### src/rtl/staircase_pkg.sv
// Shared types and helpers for the thermometer staircase monitor.
package staircase_pkg;

    typedef enum logic [1:0] {
        SEARCH = 2'd0,
        TRACK  = 2'd1,
        LOCKED = 2'd2
    } state_t;

    localparam int DEF_WIDTH = 4;
    localparam int IDX_W     = $clog2(DEF_WIDTH + 1);

    // A thermometer code has all its ones packed from the LSB, so adding one
    // carries through every set bit and leaves no overlap with the original.
    function automatic logic is_thermo(input logic [31:0] code);
        return (code & (code + 32'd1)) == 32'd0;
    endfunction

    // Number of ones; for a valid thermometer code this is the step index.
    function automatic int therm_popcount(input logic [31:0] code);
        int n;
        n = 0;
        for (int i = 0; i < 32; i++) begin
            if (code[i]) n++;
        end
        return n;
    endfunction

    // Staircase wraps from the all-ones step back to zero.
    function automatic int next_step(input int exp, input int width);
        return (exp == width) ? 0 : exp + 1;
    endfunction

endpackage

### src/rtl/staircase_thermo_decoder_thermo_to_bin.sv
// Combinational thermometer-to-binary decoder with validity flag.
module thermo_to_bin
    import staircase_pkg::*;
#(
    parameter int WIDTH = DEF_WIDTH,
    parameter int SIW   = $clog2(WIDTH + 1)
) (
    input  logic [WIDTH-1:0] therm_in,
    output logic             valid,
    output logic [SIW-1:0]   step
);

    logic [31:0] code_ext;

    // Zero-extend the tap code to the width the helper functions work on.
    for (genvar gi = 0; gi < 32; gi++) begin : g_ext
        if (gi < WIDTH) begin : g_bit
            assign code_ext[gi] = therm_in[gi];
        end else begin : g_pad
            assign code_ext[gi] = 1'b0;
        end
    end

    assign valid = is_thermo(code_ext);
    assign step  = SIW'(therm_popcount(code_ext));

endmodule

### src/rtl/staircase_thermo_decoder.sv
// Receive-side staircase monitor: sample, decode, order check, lock and error count.
module staircase_thermo_decoder
    import staircase_pkg::*;
#(
    parameter int WIDTH      = DEF_WIDTH,
    parameter int LOCK_COUNT = 2,
    parameter int ERR_CNT_W  = 8
) (
    input  logic                         clk,
    input  logic                         rst,
    input  logic [WIDTH-1:0]             therm_in,
    input  logic                         sample_en,
    output logic [$clog2(WIDTH+1)-1:0]   step_idx,
    output logic                         step_valid,
    output logic                         period_done,
    output logic                         locked,
    output logic                         err_bubble,
    output logic                         err_seq,
    output logic [ERR_CNT_W-1:0]         err_count
);

    localparam int SIW = $clog2(WIDTH + 1);
    localparam int PW  = $clog2(LOCK_COUNT + 1);

    // Stage 1: raw sample
    logic             s1_en_reg;
    logic [WIDTH-1:0] s1_code_reg;

    // Decoder view of the stage-1 code
    logic             dec_valid;
    logic [SIW-1:0]   dec_step;

    // Tracking state
    state_t           state_reg, state_next;
    logic [SIW-1:0]   exp_reg, exp_next;
    logic [PW-1:0]    periods_reg, periods_next;

    // Stage 2: registered outputs
    logic [SIW-1:0]       step_idx_reg, step_idx_next;
    logic                 step_valid_reg, step_valid_next;
    logic                 period_done_reg, period_done_next;
    logic                 locked_reg, locked_next;
    logic                 err_bubble_reg, err_bubble_next;
    logic                 err_seq_reg, err_seq_next;
    logic [ERR_CNT_W-1:0] err_count_reg, err_count_next;

    thermo_to_bin #(
        .WIDTH (WIDTH),
        .SIW   (SIW)
    ) u_dec (
        .therm_in (s1_code_reg),
        .valid    (dec_valid),
        .step     (dec_step)
    );

    // Stage-1 capture; a reset drops any sample in flight.
    always_ff @(posedge clk) begin
        if (rst) begin
            s1_en_reg   <= 1'b0;
            s1_code_reg <= '0;
        end else begin
            s1_en_reg   <= sample_en;
            s1_code_reg <= therm_in;
        end
    end

    // Next-state and output decisions, only acting on cycles that carry a sample.
    always_comb begin
        state_next       = state_reg;
        exp_next         = exp_reg;
        periods_next     = periods_reg;
        step_idx_next    = step_idx_reg;
        step_valid_next  = 1'b0;
        period_done_next = 1'b0;
        locked_next      = locked_reg;
        err_bubble_next  = 1'b0;
        err_seq_next     = 1'b0;
        err_count_next   = err_count_reg;

        if (s1_en_reg) begin
            if (!dec_valid) begin
                // A bubble outranks any ordering check and keeps the old step.
                err_bubble_next = 1'b1;
                state_next      = SEARCH;
                locked_next     = 1'b0;
            end else begin
                step_idx_next   = dec_step;
                step_valid_next = 1'b1;
                if (state_reg == SEARCH) begin
                    // Only the bottom of the staircase gives a reference point.
                    if (dec_step == '0) begin
                        state_next   = TRACK;
                        exp_next     = SIW'(1);
                        periods_next = '0;
                    end
                end else if (dec_step == exp_reg) begin
                    exp_next = SIW'(next_step(int'(exp_reg), WIDTH));
                    if (dec_step == '0) begin
                        // Zero is only expected right after the all-ones step.
                        period_done_next = 1'b1;
                        if (state_reg == TRACK) begin
                            if (int'(periods_reg) + 1 >= LOCK_COUNT) begin
                                state_next  = LOCKED;
                                locked_next = 1'b1;
                            end else begin
                                periods_next = periods_reg + PW'(1);
                            end
                        end
                    end
                end else begin
                    err_seq_next = 1'b1;
                    state_next   = SEARCH;
                    locked_next  = 1'b0;
                end
            end

            if ((err_bubble_next || err_seq_next) && (err_count_reg != '1)) begin
                err_count_next = err_count_reg + ERR_CNT_W'(1);
            end
        end
    end

    // State and stage-2 output registers.
    always_ff @(posedge clk) begin
        if (rst) begin
            state_reg       <= SEARCH;
            exp_reg         <= '0;
            periods_reg     <= '0;
            step_idx_reg    <= '0;
            step_valid_reg  <= 1'b0;
            period_done_reg <= 1'b0;
            locked_reg      <= 1'b0;
            err_bubble_reg  <= 1'b0;
            err_seq_reg     <= 1'b0;
            err_count_reg   <= '0;
        end else begin
            state_reg       <= state_next;
            exp_reg         <= exp_next;
            periods_reg     <= periods_next;
            step_idx_reg    <= step_idx_next;
            step_valid_reg  <= step_valid_next;
            period_done_reg <= period_done_next;
            locked_reg      <= locked_next;
            err_bubble_reg  <= err_bubble_next;
            err_seq_reg     <= err_seq_next;
            err_count_reg   <= err_count_next;
        end
    end

    assign step_idx    = step_idx_reg;
    assign step_valid  = step_valid_reg;
    assign period_done = period_done_reg;
    assign locked      = locked_reg;
    assign err_bubble  = err_bubble_reg;
    assign err_seq     = err_seq_reg;
    assign err_count   = err_count_reg;

endmodule
### config.mk
export PLATFORM = sky130hd
export DESIGN_NAME = staircase_thermo_decoder
export DESIGN_NICKNAME = d
export VERILOG_FILES = /design/src/rtl/staircase_pkg.sv /design/src/rtl/staircase_thermo_decoder_thermo_to_bin.sv /design/src/rtl/staircase_thermo_decoder.sv
export SDC_FILE = /design/constraint.sdc
export NUM_CORES = 1
export LEC_CHECK = 0
export CAP_MARGIN = 10
export CORE_UTILIZATION = 45
export DETAILED_ROUTE_END_ITERATION = 6
export PLACE_DENSITY = 0.68
export SLEW_MARGIN = 5
export SYNTH_ARGS = -nofsm -noshare
export SYNTH_HDL_FRONTEND = slang
export SYNTH_SLANG_ARGS = --single-unit
export TNS_END_PERCENT = 100
### constraint.sdc
create_clock -name clk -period 5.2 [get_ports clk]
set_clock_uncertainty 0.1 [all_clocks]
set_input_delay 1.56 -clock clk [delete_from_list [all_inputs] [get_ports clk]]
set_output_delay 1.56 -clock clk [all_outputs]
set_load 0.1 [all_outputs]
placement.png
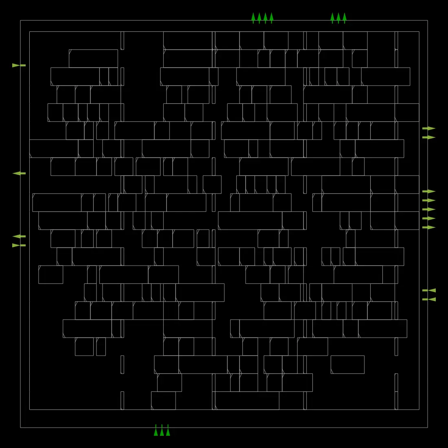
Layout Utilization: 55.69%
flip-flops: 28
core box area: 3363 um^2
cell row count: 21
Fill cells: 331

io_fan.png
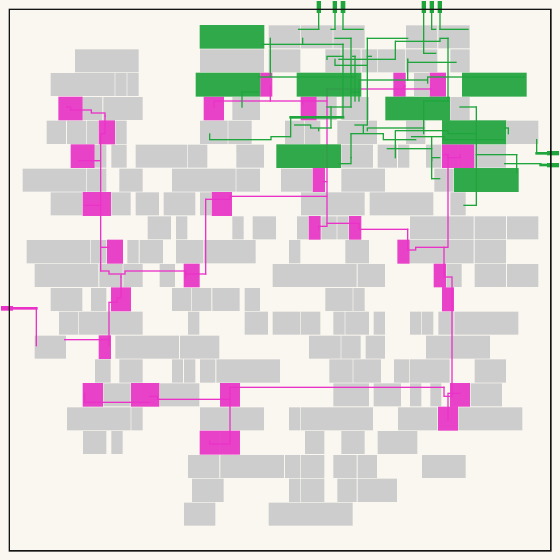
port	color	bits	direction	end cells	buffers	wire
`rst`	magenta	1	input	29	1	237 um
`err_count`	green	8	output	8	8	274 um
IO buf count: 22
I/O pin cnt: 23

flops_by_reg.png
Other sequential cells in the stronger gray, the rest of the logic in the fainter gray.
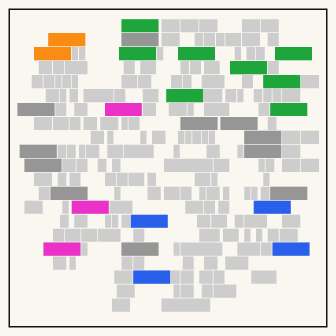
signal	color	flops
`periods_reg`	orange	2
`err_count`	green	8
`s1_code_reg`	blue	4
`exp_reg`	magenta	3
not colored	11

==> flow_summary.toml <==
# synthesis and place-and-route metrics
[outcome]
status = "complete, no violations"

[layout]
fin_cells = 245
final_nets = 215
diodes = 0
nNonClkBuffers = 22
clkCellAreaFrac_pct = 1.937
sh_seq_area_pct = 29.93
drive_gt1_share_pct = 8.040

[cts]
clkLatencyLatePin_ps = 330
htreeDepth = 1
cts-root-buf = "clkbuf_4"
numCtsBuffers = 3

[setup_path]
critPathCapture = "err_count[0]"
cp.buffers_inverters = 1
timing.rr.end = "state_reg[0]$_SDFFE_PP0P_"

[pwr]
p_leak_nw = 0.7001
powerDensity_nw_per_um2 = 229.3
comb_power_uw = 96.1
p_switching_uw = 130.4

[grt]
grt_use_total_pct = 19.01
antenna_found_initial = 0
grt_pass1_wl_mm = 5.333
gr-usage-met3_pct = 4.412
grt-ovfl-total = 0

[die]
dieArea_um2 = 3787
fp_util_pct = 47.43

[placed_design]
hpwl_mm = 2.442

[timing]
rsz0062_at_grt = "no"
tightest_slew_ps = 1039
period_needed_ps = 3613

[logic_synthesis]
top_cells_by_area = "dfxtp_1 (35%), ha_1 (6.3%), nor2_1 (4.2%)"
avgSynthCellArea_um2 = 8.814
muxShareOfSynthArea_pct = 1.255
synth.distinct_cells = 52
ys_async_sr_fraction_pct = 0
xor_share_pct = 7.373
aoi_share_pct = 20.39
synthTopCellsByCount = "dfxtp_1 (28), nor2_1 (18), a21oi_1 (11), inv_1 (9), nand2_1 (9)"
yosys_warnings = 0

[drt]
ant_nets = 0
